==> config.mk <==
export PLATFORM = sky130hd
export DESIGN_NAME = sm_selfopt_governor
export DESIGN_NICKNAME = d
export VERILOG_FILES = /design/src/rtl/sm_selfopt_governor.sv
export SDC_FILE = /design/constraint.sdc
export NUM_CORES = 1
export LEC_CHECK = 0
export ABC_CLOCK_PERIOD_IN_PS = 27100
export CORE_UTILIZATION = 59
export CTS_BUF_LIST = sky130_fd_sc_hd__clkbuf_8
export CTS_CLUSTER_DIAMETER = 100
export DETAILED_ROUTE_END_ITERATION = 12
export PLACE_DENSITY = 0.83
export SKIP_LAST_GASP = 1
export SYNTH_ARGS = -nofsm -noshare
export SYNTH_HDL_FRONTEND = slang
export SYNTH_SLANG_ARGS = --single-unit
==> constraint.sdc <==
create_clock -name clk -period 27.1 [get_ports clk]
set_input_delay 5.42 -clock clk [delete_from_list [all_inputs] [get_ports clk]]
set_output_delay 5.42 -clock clk [all_outputs]
set_load 0.02 [all_outputs]
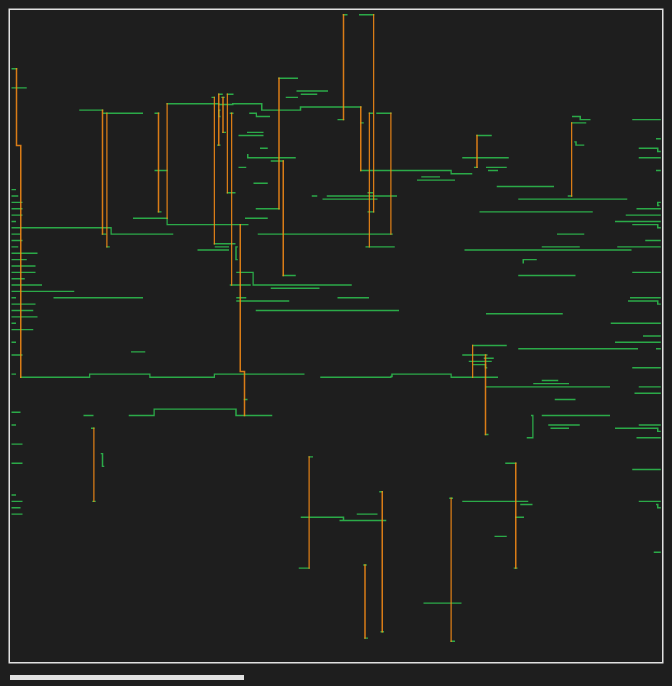
Figure 1: routed metal, one color a layer.
Scale bar: 50 µm. Two of the layers only.
legend:
  green:
    layer: metal 3
    wire_length: 1,160 µm
  orange:
    layer: metal 4
    wire_length: 686 µm
WL per Instance: 14.86 µm
GRT Util Overall: 0.2714
drt total wl: 25.39 mm
Vias: 9,603

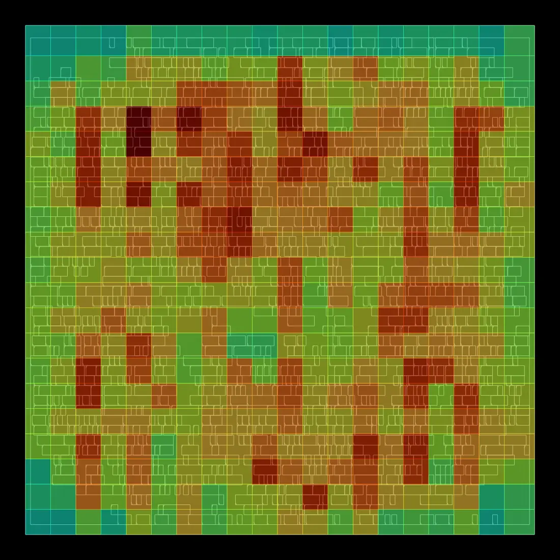
Figure 2: track usage over the die.
final core occ: 0.7011
grt peak-use layer: met2
M2 GR Usage: 0.4840
global-route met1 utilization: 0.3288

==> results.txt <==
run metrics: Crit path arrival time 12,500 ps, actual slew at the worst max-slew pin 1075 ps, Synth mux share 0.05067, non-clk buf share 0.08860, Comb gates 942, Tcrit/Tclk final 0.4487, fmax 0.08224 GHz, Cell Rows 49, startpoint types input port, M3 GR Usage 0.04336, Hold Path Class reg -> reg, FILL cells 1,513, ys async rst share 0, first-pass iteration count of the detailed router 5, Placed Area 0.01236 mm², r2r setup slk 15,600 ps, Tap Count 229, Top-area cell share 0.2211, Finished Cell Area 0.01277 mm², Routed Antenna Nets 0, status complete, no violations, nonclk inv count 269, I/O Pins 144, Biggest Area Class combinational gates, final hold viol count 0, ClkCell Share 0.03166, count of cell types in the netlist 76, Pwr per Cell Area 98.15 mW/mm², Critical-path top delay cell nor3_2, R2R depth 41, initial antenna violation count 0, Req. time, crit path 27,440 ps, Crit. End Element flop, global route overflow 0, CTS Buffer Depth 2, GP Congestion 0.9206, VDD IR max 70.04 µV, chip area 0.01943 mm², Setup CP Type in -> reg, Nets 1,752, Multi-input gate area 0.007472 mm², clock buffer count 17
[placed cells by master, fill, tap and decap left out, drive strengths merged, types with 30 or more instances in the layout]
cell type / netlist / routed
a21oi: 77 / 77
clkdlybuf4s50: 0 / 110
dfxtp: 123 / 123
fa: 54 / 54
ha: 140 / 140
inv: 269 / 272
mux2i: 53 / 53
nand2: 79 / 79
nand3: 34 / 34
nor2: 105 / 105
nor3: 30 / 30
o21ai: 52 / 52
xnor2: 46 / 46
[power by group through the flow]
| stage | clock network, µW | logic (µW) | registers [µW] |
|---|---|---|---|
| 6_report | 173 | 823 | 257 |
| 3_3_place_gp | 0 | 776 | 259 |
| 4_1_cts | 175 | 821 | 256 |
| 2_1_floorplan | 0 | 668 | 246 |
| 3_5_place_dp | 0 | 809 | 261 |
| 5_1_grt | 183 | 933 | 262 |
Power is estimated from default activity; no workload was simulated.
